===== src/rtl/logic_op_sequencer.sv =====
// Command sequencer feeding the 4-bit logic unit: buffers {a, b, op} commands in a FIFO,
// drives them one at a time and hands each captured result downstream.
module logic_op_sequencer #(
  parameter int DEPTH = 4
) (
  input  logic       clk,
  input  logic       rst,
  input  logic       in_valid,
  output logic       in_ready,
  input  logic [3:0] in_a,
  input  logic [3:0] in_b,
  input  logic [1:0] in_op,
  output logic [3:0] alu_a,
  output logic [3:0] alu_b,
  output logic [1:0] alu_op,
  input  logic [4:0] alu_result,
  output logic       out_valid,
  input  logic       out_ready,
  output logic [4:0] out_result,
  output logic [1:0] out_op,
  output logic [7:0] op_count
);

  localparam int AW = $clog2(DEPTH);
  localparam int CW = AW + 1;

  typedef enum logic [1:0] {
    IDLE,
    DRIVE,
    HOLD
  } state_t;

  state_t r_state;
  state_t w_stateNext;

  logic [3:0]    r_memA  [DEPTH];
  logic [3:0]    r_memB  [DEPTH];
  logic [1:0]    r_memOp [DEPTH];
  logic [AW-1:0] r_wrPtr;
  logic [AW-1:0] r_rdPtr;
  logic [CW-1:0] r_count;

  logic [3:0] r_aluA;
  logic [3:0] r_aluB;
  logic [1:0] r_aluOp;
  logic       r_outValid;
  logic [4:0] r_outResult;
  logic [1:0] r_outOp;
  logic [7:0] r_opCount;

  logic w_push;
  logic w_pop;
  logic w_empty;
  logic w_capture;
  logic w_handshake;

  // Ready comes from the registered count only, so it never depends on in_valid.
  assign in_ready = (r_count < CW'(DEPTH));
  assign w_empty  = (r_count == '0);
  assign w_push   = in_valid & in_ready;

  assign alu_a      = r_aluA;
  assign alu_b      = r_aluB;
  assign alu_op     = r_aluOp;
  assign out_valid  = r_outValid;
  assign out_result = r_outResult;
  assign out_op     = r_outOp;
  assign op_count   = r_opCount;

  always_ff @(posedge clk or posedge rst) begin
    if (rst) begin
      r_state <= IDLE;
    end else begin
      r_state <= w_stateNext;
    end
  end

  always_comb begin
    w_stateNext = r_state;
    w_pop       = 1'b0;
    w_capture   = 1'b0;
    w_handshake = 1'b0;
    case (r_state)
      IDLE: begin
        if (!w_empty) begin
          w_pop       = 1'b1;
          w_stateNext = DRIVE;
        end
      end
      DRIVE: begin
        w_capture   = 1'b1;
        w_stateNext = HOLD;
      end
      HOLD: begin
        if (r_outValid && out_ready) begin
          w_handshake = 1'b1;
          if (!w_empty) begin
            w_pop       = 1'b1;
            w_stateNext = DRIVE;
          end else begin
            w_stateNext = IDLE;
          end
        end
      end
      default: w_stateNext = IDLE;
    endcase
  end

  // Storage needs no reset; only the pointers and count define what is valid.
  always_ff @(posedge clk) begin
    if (w_push) begin
      r_memA[r_wrPtr]  <= in_a;
      r_memB[r_wrPtr]  <= in_b;
      r_memOp[r_wrPtr] <= in_op;
    end
  end

  always_ff @(posedge clk or posedge rst) begin
    if (rst) begin
      r_wrPtr <= '0;
      r_rdPtr <= '0;
      r_count <= '0;
    end else begin
      if (w_push) begin
        r_wrPtr <= r_wrPtr + AW'(1);
      end
      if (w_pop) begin
        r_rdPtr <= r_rdPtr + AW'(1);
      end
      case ({w_push, w_pop})
        2'b10:   r_count <= r_count + CW'(1);
        2'b01:   r_count <= r_count - CW'(1);
        default: r_count <= r_count;
      endcase
    end
  end

  always_ff @(posedge clk or posedge rst) begin
    if (rst) begin
      r_aluA  <= '0;
      r_aluB  <= '0;
      r_aluOp <= '0;
    end else if (w_pop) begin
      r_aluA  <= r_memA[r_rdPtr];
      r_aluB  <= r_memB[r_rdPtr];
      r_aluOp <= r_memOp[r_rdPtr];
    end
  end

  // Capture closes the DRIVE cycle; the handshake in HOLD retires the result.
  always_ff @(posedge clk or posedge rst) begin
    if (rst) begin
      r_outValid  <= 1'b0;
      r_outResult <= '0;
      r_outOp     <= '0;
      r_opCount   <= '0;
    end else begin
      if (w_capture) begin
        r_outValid  <= 1'b1;
        r_outResult <= alu_result;
        r_outOp     <= r_aluOp;
      end else if (w_handshake) begin
        r_outValid <= 1'b0;
        r_opCount  <= r_opCount + 8'd1;
      end
    end
  end

endmodule

===== config.mk =====
export PLATFORM = sky130hd
export DESIGN_NAME = logic_op_sequencer
export DESIGN_NICKNAME = d
export VERILOG_FILES = /design/src/rtl/logic_op_sequencer.sv
export SDC_FILE = /design/constraint.sdc
export NUM_CORES = 1
export LEC_CHECK = 0
export ABC_AREA = 1
export ABC_CLOCK_PERIOD_IN_PS = 3200
export CAP_MARGIN = 10
export CELL_PAD_IN_SITES_DETAIL_PLACEMENT = 1
export CELL_PAD_IN_SITES_GLOBAL_PLACEMENT = 1
export CORE_MARGIN = 5
export CORE_UTILIZATION = 25
export DETAILED_ROUTE_END_ITERATION = 10
export HOLD_SLACK_MARGIN = 0.12
export PLACE_DENSITY_LB_ADDON = 0.1
export SLEW_MARGIN = 20
export SYNTH_ARGS = -nofsm -noshare
export SYNTH_HDL_FRONTEND = slang
export SYNTH_SLANG_ARGS = --single-unit

===== constraint.sdc =====
create_clock -name clk -period 3.2 [get_ports clk]
set_input_delay 0.64 -clock clk [delete_from_list [all_inputs] [get_ports clk]]
set_output_delay 0.64 -clock clk [all_outputs]
set_load 0.02 [all_outputs]

==> images/placement.png <==
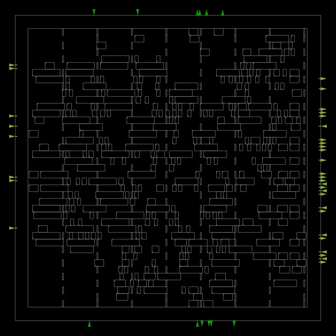
Seq/total area: 50.7%
Core ar.: 12500 µm²

==> images/clk_routes.png <==
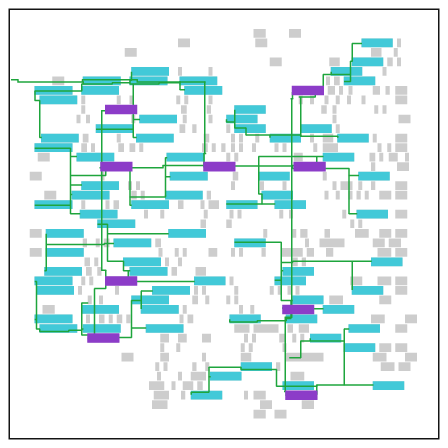
Key: purple = clock drivers [count 9]; cyan = flip-flops [count 75]; green = clock wires [length 1040 µm]
There are 10 routed clock nets.
Post-Route Skew: 0.00503 ns
Clock net power: 0.000964 W
Clock Latency Late Sink: 0.33 ns
Clock Power Share: 24.1%

==> images/wires.png <==
Scale bar: 20 µm.
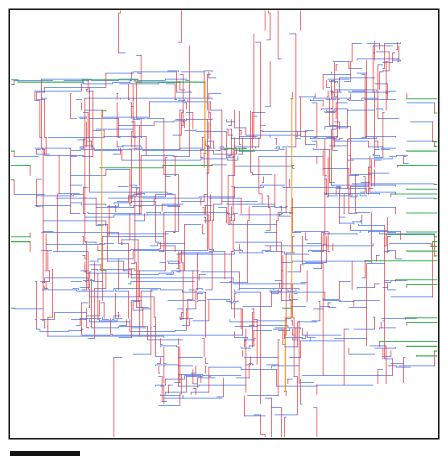
Key: green = metal 3 [wire length 312 µm]; blue = metal 1 [wire length 3420 µm]; red = metal 2 [wire length 3100 µm]; orange = metal 4 [wire length 151 µm]
GRT Overall Usage: 10.1%
Vias: 2090
DR WL/cell: 13.4 µm
total wire length: 6980 µm

==> images/io_placement.png <==
Pins as bars across the die edge, other pins in grey.
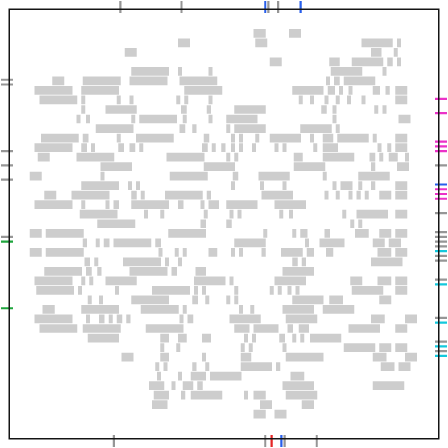
Key: magenta = op_count [pins 8, direction output, edge right]; green = in_op [pins 2, direction input, edge left]; cyan = out_result [pins 5, direction output, edge right]; red = in_ready [pins 1, direction output, edge bottom]; blue = alu_a [pins 4, direction output, edge 2 top, 1 right, 1 bottom]
All pins by edge: 26 right, 8 left, 6 top, 6 bottom.
Die H: 122 µm
chip width: 122 µm
Buffers on Ports: 45

==> images/io_fan.png <==
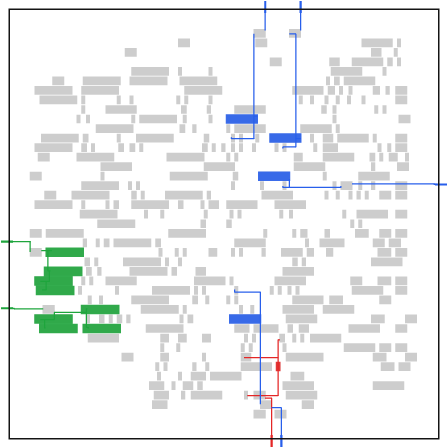
Key: red = in_ready [direction output, edge bottom, end cells 1, buffers 1, wire 47.7 µm]; green = in_op [direction input, edge left, end cells 8, buffers 2, wire 59.8 µm]; blue = alu_a [direction output, edge 2 top, 1 right, 1 bottom, end cells 4, buffers 4, wire 183 µm]

==> flow_summary.toml <==
# yosys + openroad results
[outcome]
outcome = "complete, no violations"

[final_layout]
areaGrowthSynthToFinish_pct = 29.9
stdcell_count = 520
final_area_um2 = 4090
layout.non_clock_inverters = 24
ff_count = 75
top_regs = "r_memA x16, r_memB x16"
comb_area_um2 = 931

[worst_setup_path]
crit_buf_inv = 3
setup.worst_path.end_class = "flop"
r2r_slack_ns = 1.19
crit_family = "buffers and inverters"

[logic_synthesis]
ys_types = 25
synth-warning-count = 0
edf_count = 40
topCombFamilyByArea = "simple AND/OR/NAND/NOR gates"
synthXorXnorAreaFrac_pct = 2.22
synth_flop_count = 75
ff_type = "edfxtp_1"
ys_area_um2 = 3150

[power]
combPwrFrac_pct = 38.8
peakVddDrop_mv = 0.270
switchingPower_w = 0.00147
switching_share_pct = 36.7
pg_comb_w = 0.00155

[min_path]
min_to = "r_count[0]"

[timing]
period_needed_ns = 2.41
worst_hold_slack_ns = 0.480
slew_headroom_pct = 64.0
clock.fmax_mhz = 415
hold_violations = 0
drv_slew = 0

[placed_design]
hpwl_um = 4830

[floorplanning]
ioPinCount = 46

[grt]
grt_pass1_vias = 2194
grtUsageMet3_pct = 2.49
grt_max_degree = 36

[cts]
cts_sinks = 75
cts_root_buffer = "clkbuf_16"

[routing]
drt_pass1_iterations = 4
vias_per_cell = 4.02
ant_nets = 0
met2_length_um = 3100
No activity file was given, so power comes from the tool's default toggle rates.
